**src/rtl/uart_rx_fifo_if.sv**
```systemverilog
// uart_rx_fifo_if: read-side bundle of the UART receive FIFO.
//   master : consumer (mmio load path) - drives rd_en, clr_err
//   slave  : uart_rx_fifo             - drives rd_data, empty, full, count,
//                                       frame_err, overrun
// FIFO_DEPTH must match the uart_rx_fifo instance so that count is sized alike.
interface uart_rx_fifo_if #(
    parameter int unsigned FIFO_DEPTH = 8
);
    localparam int unsigned CntW = $clog2(FIFO_DEPTH) + 1;

    logic            rd_en;
    logic            clr_err;
    logic [7:0]      rd_data;
    logic            empty;
    logic            full;
    logic [CntW-1:0] count;
    logic            frame_err;
    logic            overrun;

    modport master (
        output rd_en, clr_err,
        input  rd_data, empty, full, count, frame_err, overrun
    );

    modport slave (
        input  rd_en, clr_err,
        output rd_data, empty, full, count, frame_err, overrun
    );
endinterface

```
**src/rtl/uart_rx_fifo.sv**
```systemverilog
// uart_rx_fifo: 8N1 UART receiver feeding a show-ahead byte FIFO with sticky
// frame/overrun error flags. Single clock domain (CLK100MHZ).
// Ports:
//   CLK100MHZ  in   system clock, rising edge
//   rst_n      in   synchronous active-low reset
//   rx         in   asynchronous serial line, idles high
//   bus        slave modport of uart_rx_fifo_if (rd_en, clr_err in;
//              rd_data, empty, full, count, frame_err, overrun out)
module uart_rx_fifo #(
    parameter int unsigned CLK_HZ     = 100000000,
    parameter int unsigned BAUD       = 115200,
    parameter int unsigned FIFO_DEPTH = 8
) (
    input  logic          CLK100MHZ,
    input  logic          rst_n,
    input  logic          rx,
    uart_rx_fifo_if.slave bus
);
    localparam int unsigned CLKS_PER_BIT = CLK_HZ / BAUD;
    localparam int unsigned CW = $clog2(CLKS_PER_BIT + 1);
    localparam int unsigned AW = $clog2(FIFO_DEPTH);

    localparam logic [CW-1:0] FullM1 = CW'(CLKS_PER_BIT - 1);
    localparam logic [CW-1:0] HalfM1 = CW'(CLKS_PER_BIT / 2 - 1);

    typedef enum logic [1:0] {StIdle, StStart, StData, StStop} state_e;

    state_e        state_q, state_d;
    logic [CW-1:0] cnt_q, cnt_d;
    logic [2:0]    bit_q, bit_d;
    logic [7:0]    shift_q, shift_d;
    logic [1:0]    sync_q;
    logic          rxs;
    logic          push, stop_bad;

    logic [7:0]    mem_q [FIFO_DEPTH];
    logic [AW:0]   wr_q, rd_q;
    logic          empty_w, full_w, pop, push_ok, drop;
    logic          frame_err_q, overrun_q;

    assign rxs = sync_q[1];

    // Receive FSM
    always_comb begin
        state_d  = state_q;
        cnt_d    = cnt_q;
        bit_d    = bit_q;
        shift_d  = shift_q;
        push     = 1'b0;
        stop_bad = 1'b0;
        unique case (state_q)
            StIdle: begin
                cnt_d = '0;
                if (!rxs) state_d = StStart;
            end
            StStart: begin
                if (cnt_q == HalfM1) begin
                    cnt_d   = '0;
                    bit_d   = '0;
                    // A start bit that is already high again mid-bit was a glitch.
                    state_d = rxs ? StIdle : StData;
                end else begin
                    cnt_d = cnt_q + CW'(1);
                end
            end
            StData: begin
                if (cnt_q == FullM1) begin
                    cnt_d   = '0;
                    shift_d = {rxs, shift_q[7:1]};
                    if (bit_q == 3'd7) state_d = StStop;
                    else               bit_d   = bit_q + 3'd1;
                end else begin
                    cnt_d = cnt_q + CW'(1);
                end
            end
            StStop: begin
                if (cnt_q == FullM1) begin
                    cnt_d    = '0;
                    // Back to idle mid-stop-bit so a following start edge is caught.
                    state_d  = StIdle;
                    push     = rxs;
                    stop_bad = !rxs;
                end else begin
                    cnt_d = cnt_q + CW'(1);
                end
            end
            default: state_d = StIdle;
        endcase
    end

    always_ff @(posedge CLK100MHZ) begin
        if (!rst_n) begin
            state_q <= StIdle;
            cnt_q   <= '0;
            bit_q   <= '0;
            shift_q <= '0;
            sync_q  <= 2'b11;
        end else begin
            state_q <= state_d;
            cnt_q   <= cnt_d;
            bit_q   <= bit_d;
            shift_q <= shift_d;
            sync_q  <= {sync_q[0], rx};
        end
    end

    // FIFO
    assign empty_w = (wr_q == rd_q);
    assign full_w  = (wr_q[AW] != rd_q[AW]) && (wr_q[AW-1:0] == rd_q[AW-1:0]);
    assign pop     = bus.rd_en && !empty_w;
    // When full, a same-cycle pop frees the slot the push needs.
    assign push_ok = push && (!full_w || pop);
    assign drop    = push && full_w && !pop;

    always_ff @(posedge CLK100MHZ) begin
        if (push_ok) mem_q[wr_q[AW-1:0]] <= shift_q;
    end

    always_ff @(posedge CLK100MHZ) begin
        if (!rst_n) begin
            wr_q        <= '0;
            rd_q        <= '0;
            frame_err_q <= 1'b0;
            overrun_q   <= 1'b0;
        end else begin
            if (push_ok) wr_q <= wr_q + (AW+1)'(1);
            if (pop)     rd_q <= rd_q + (AW+1)'(1);
            // Set wins over clear.
            frame_err_q <= (frame_err_q && !bus.clr_err) || stop_bad;
            overrun_q   <= (overrun_q && !bus.clr_err) || drop;
        end
    end

    assign bus.rd_data   = empty_w ? 8'h00 : mem_q[rd_q[AW-1:0]];
    assign bus.empty     = empty_w;
    assign bus.full      = full_w;
    assign bus.count     = wr_q - rd_q;
    assign bus.frame_err = frame_err_q;
    assign bus.overrun   = overrun_q;
endmodule

```
**src/flat_wrapper.sv**
```systemverilog
// flat-port wrapper written by rule: the top's interface ports become plain ports
module uart_rx_fifo_flat 
#(
    parameter int unsigned CLK_HZ     = 100000000,
    parameter int unsigned BAUD       = 115200,
    parameter int unsigned FIFO_DEPTH = 8
)
  (CLK100MHZ, rst_n, rx, bus_rd_en, bus_clr_err, bus_rd_data, bus_empty, bus_full, bus_count, bus_frame_err, bus_overrun);
  uart_rx_fifo_if #(.FIFO_DEPTH(FIFO_DEPTH)) bus_i ();
  input  logic CLK100MHZ;
  input  logic rst_n;
  input  logic rx;
  input wire logic [$bits(bus_i.rd_en)-1:0] bus_rd_en;
  input wire logic [$bits(bus_i.clr_err)-1:0] bus_clr_err;
  output wire logic [$bits(bus_i.rd_data)-1:0] bus_rd_data;
  output wire logic [$bits(bus_i.empty)-1:0] bus_empty;
  output wire logic [$bits(bus_i.full)-1:0] bus_full;
  output wire logic [$bits(bus_i.count)-1:0] bus_count;
  output wire logic [$bits(bus_i.frame_err)-1:0] bus_frame_err;
  output wire logic [$bits(bus_i.overrun)-1:0] bus_overrun;
  assign bus_i.rd_en = bus_rd_en;
  assign bus_i.clr_err = bus_clr_err;
  assign bus_rd_data = bus_i.rd_data;
  assign bus_empty = bus_i.empty;
  assign bus_full = bus_i.full;
  assign bus_count = bus_i.count;
  assign bus_frame_err = bus_i.frame_err;
  assign bus_overrun = bus_i.overrun;
  uart_rx_fifo #(.CLK_HZ(CLK_HZ), .BAUD(BAUD), .FIFO_DEPTH(FIFO_DEPTH)) u_core (.CLK100MHZ(CLK100MHZ), .rst_n(rst_n), .rx(rx), .bus(bus_i));
endmodule
```
**config.mk**
```make
export PLATFORM = sky130hd
export DESIGN_NAME = uart_rx_fifo_flat
export DESIGN_NICKNAME = d
export VERILOG_FILES = /design/src/rtl/uart_rx_fifo_if.sv /design/src/rtl/uart_rx_fifo.sv /design/src/flat_wrapper.sv
export SDC_FILE = /design/constraint.sdc
export NUM_CORES = 1
export LEC_CHECK = 0
export ABC_AREA = 0
export CAP_MARGIN = 20
export CORE_MARGIN = 2
export CORE_UTILIZATION = 55
export DETAILED_ROUTE_END_ITERATION = 16
export DONT_BUFFER_PORTS = 1
export PLACE_DENSITY = 0.7
export SYNTH_ARGS = -nofsm -noshare
export SYNTH_HDL_FRONTEND = slang
export SYNTH_SLANG_ARGS = --single-unit
export TNS_END_PERCENT = 20
```
**constraint.sdc**
```tcl
create_clock -name CLK100MHZ -period 5.7 [get_ports CLK100MHZ]
set_clock_uncertainty 0.15 [all_clocks]
set_input_delay 0.855 -clock CLK100MHZ [delete_from_list [all_inputs] [get_ports CLK100MHZ]]
set_output_delay 0.855 -clock CLK100MHZ [all_outputs]
set_load 0.03 [all_outputs]
```
==> impl_metrics.env <==
# flow metrics
export IMPL_routed_via_density=5.55
export IMPL_io_pins=21
export IMPL_maxCapViolations=0
export IMPL_worst_path_buf_inv=1
export IMPL_grt_max_degree=34
export IMPL_p_per_area_mw_per_mm2=265
export IMPL_drc_errors=0
export IMPL_numCtsBuffers=9
export IMPL_ys_sh_simple=0.124
export IMPL_openroad_warnings=27
export IMPL_cp_start_kind="register"
export IMPL_ys_ff=102
export IMPL_insertion_delay_ns=0.36
export IMPL_fin_crit_ns=3.22
export IMPL_slowest_stage="dfxtp_1"
export IMPL_path_delay_family="simple AND/OR/NAND/NOR gates"
export IMPL_hp_start="u_core.sync_q[0]"
export IMPL_drtIter0Drc=148
export IMPL_placed_cells=404
export IMPL_r2r_end="u_core.mem_q[7][2]"
export IMPL_switching_power_mw=0.263
export IMPL_place_area_sq_mm=0.00435
export IMPL_timing_setup_tns_ns=0
export IMPL_lay_top_cells="edfxtp_1, dfxtp_1, nor2_1"
export IMPL_nets=329
export IMPL_combPwrFrac=0.004
export IMPL_swShare=0.218
export IMPL_endpoint="bus_rd_data[2]"
export IMPL_reg2reg_from="u_core.wr_q[2]"
export IMPL_fin_ws_ns=2.48
export IMPL_critPathMostFrequentCell="nor2_1"
export IMPL_required_ns=4.70
export IMPL_cts_root_buf="clkbuf_8"
export IMPL_cts_setup_buffers=0
export IMPL_ys_async_sr_fraction=0
export IMPL_clockBufferDepth=2
export IMPL_cts_sinks=102
export IMPL_fp_util=0.559
export IMPL_synth_edff_count=64
export IMPL_dr_pass1_iters=4
export IMPL_wl_um=7160
export IMPL_min_to="u_core.sync_q[1]"
export IMPL_ys_sh_xor=0.0306
export IMPL_ys_area_sq_mm=0.00425
export IMPL_die_h_um=91.9
export IMPL_wl_per_cell_um=17.0
export IMPL_dp_hpwl_um=4790
export IMPL_cts_resized=0
export IMPL_cts_htree_levels=3
export IMPL_synth_seq_share=0.631
export IMPL_crit_start="u_core.wr_q[2]"
export IMPL_clock_power_share=0.353
export IMPL_syn_avg_cell_area_sq_um=13.7
export IMPL_lay_top_count="edfxtp_1"
export IMPL_maxSlewViolCount=0
export IMPL_postCtsHoldBufs=0
export IMPL_area_growth_pct=7.01
export IMPL_p_leak_nw=1.62
export IMPL_finalHoldViolations=0
export IMPL_reg2regPathDepth=5
export IMPL_syn_area_sq_mm=0.00425
export IMPL_worst_slew_pin_slew_ns=0.824
export IMPL_ff_type="edfxtp_1"
export IMPL_cts_tree="built"
export IMPL_power_internal_mw=0.945
export IMPL_antenna_left=0
export IMPL_final_area_sq_mm=0.00455
export IMPL_syn_nets=326
export IMPL_r2r_slack_ns=2.92
export IMPL_finalPower_mw=1.21
export IMPL_grt_first_pass_wirelength_um=11700
export IMPL_ir_drop_mv=0.128
export IMPL_ys_warn_count=0
export IMPL_final_cells=421
export IMPL_adder_share=0.0312
export IMPL_core_area_sq_mm=0.00761
export IMPL_die_w_um=91.9
export IMPL_finalClockPeriodUsage=0.565
export IMPL_fmax_mhz=310
export IMPL_rsz0062_at_grt="no"
export IMPL_end_kind="primary output"
export IMPL_slew_headroom=0.448
export IMPL_drive_above_1_share=0.138
export IMPL_crit_type="register to primary output"
export IMPL_cp_arrival_ns=2.22
export IMPL_grt_pass1_vias=2279
export IMPL_cp_max_fo=11
export IMPL_port_buffers=0
export IMPL_overflow=0
export IMPL_globalplace_congestion=0.759
export IMPL_vias=2337
export IMPL_seqPwrFrac=0.643
export IMPL_path_cells="ha_1, nand3_1, nor2_1, buf_4, nor2_1"
export IMPL_pre_cts_slack_ns=2.67
export IMPL_outcome="finished clean"
export IMPL_hp_class="register to register"
export IMPL_crit_path_max_incr_delay_ns=0.53
export IMPL_synth_comb_largest_family="simple AND/OR/NAND/NOR gates"
export IMPL_aoi_share=0.0515
export IMPL_hold_depth=1
export IMPL_clk_pin_slew_ns=0.10
export IMPL_chipArea_sq_mm=0.00845
## Yosys cell counts, drive strengths merged, types with 4 or more instances
cell,instances,share of area
o31ai,4,0.0082
edfxtp,64,0.45
xor2,7,0.014
buf,8,0.010
inv,11,0.0097
nand2,22,0.019
clkbuf,6,0.0053
nand3,16,0.020
and4,7,0.015
nor2,32,0.030
xnor2,7,0.016
ha,9,0.026
dfxtp,38,0.18
mux4,16,0.085
o211ai,5,0.0088
mux2i,9,0.021
o21ai,13,0.015
nor4,4,0.0059
## per-stage QoR
step	hold WS, ns	util
final	0.263	0.598
after global routing	0.303	0.598
after CTS	0.266	0.596
after detailed placement	0.242	0.572
after global placement	0.242	0.572
after floorplan	0.236	-
## layer usage
layer  routed length (um)  vias up  GRT usage
li1                     -     1165          -
met1                 3430     1125      0.255
met2                 3410       36      0.294
met3                  216       11     0.0279
met4                  103        0     0.0672
met5                    0        -          0
## cell type report
cell class	count	area, sq um
fill	616	3060
sequential	102	2680
multi-input combinational	183	1460
clock buffer	10	128
tap	102	128
clock inverter	6	55.1
timing repair buffer	6	52.6
inverter	12	45.0
## flip-flops by register name (all words and copies together), names as in the netlist, named ones only
signal	count
u_core.wr_q	4
u_core.sync_q	2
u_core.bit_q	3
u_core.state_q	1
u_core.bus.frame_err	1
u_core.rd_q	4
u_core.shift_q	8
u_core.cnt_q	10
u_core.bus.overrun	1
u_core.mem_q	64
## power by group through the flow
| stage | Combinational, mW | Clock (mW) | Sequential (mW) |
|---|---|---|---|
| floorplan | 0.00699 | 0 | 0.793 |
| global placement | 0.00487 | 0 | 0.794 |
| detailed placement | 0.00497 | 0 | 0.794 |
| CTS | 0.00499 | 0.435 | 0.777 |
| global route | 0.00545 | 0.462 | 0.777 |
| finish | 0.00490 | 0.426 | 0.777 |
registers.png
Scale bar: 20 um.
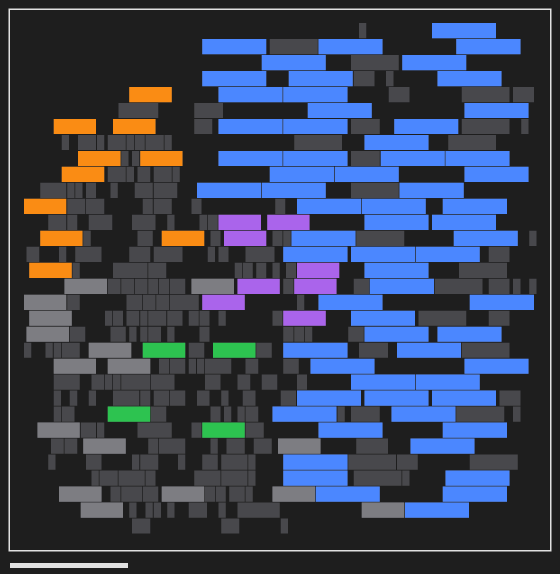
u_core.mem_q -> blue  # flops 64
u_core.cnt_q -> orange  # flops 10
u_core.wr_q -> green  # flops 4
u_core.shift_q -> purple  # flops 8, where centre

wire_density.png
The die is cut into 18 by 18 equal tiles; dark blue is low, red is high, scaled to the fullest tile. Values are wire area over tile area, all layers added.
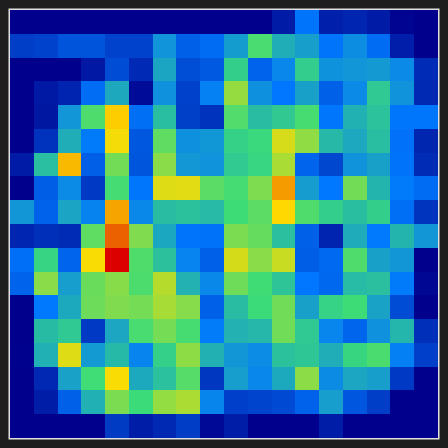
nearly empty tiles = 14%
tiles over half the peak = 21%
densest ninth of the die = centre

final_placement.png
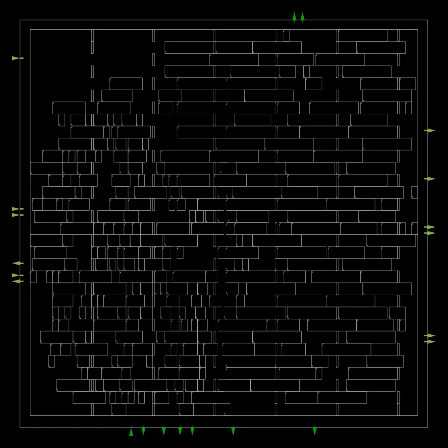
FP Rows: 32
TAP cells: 102

Power is estimated from default activity; no workload was simulated.
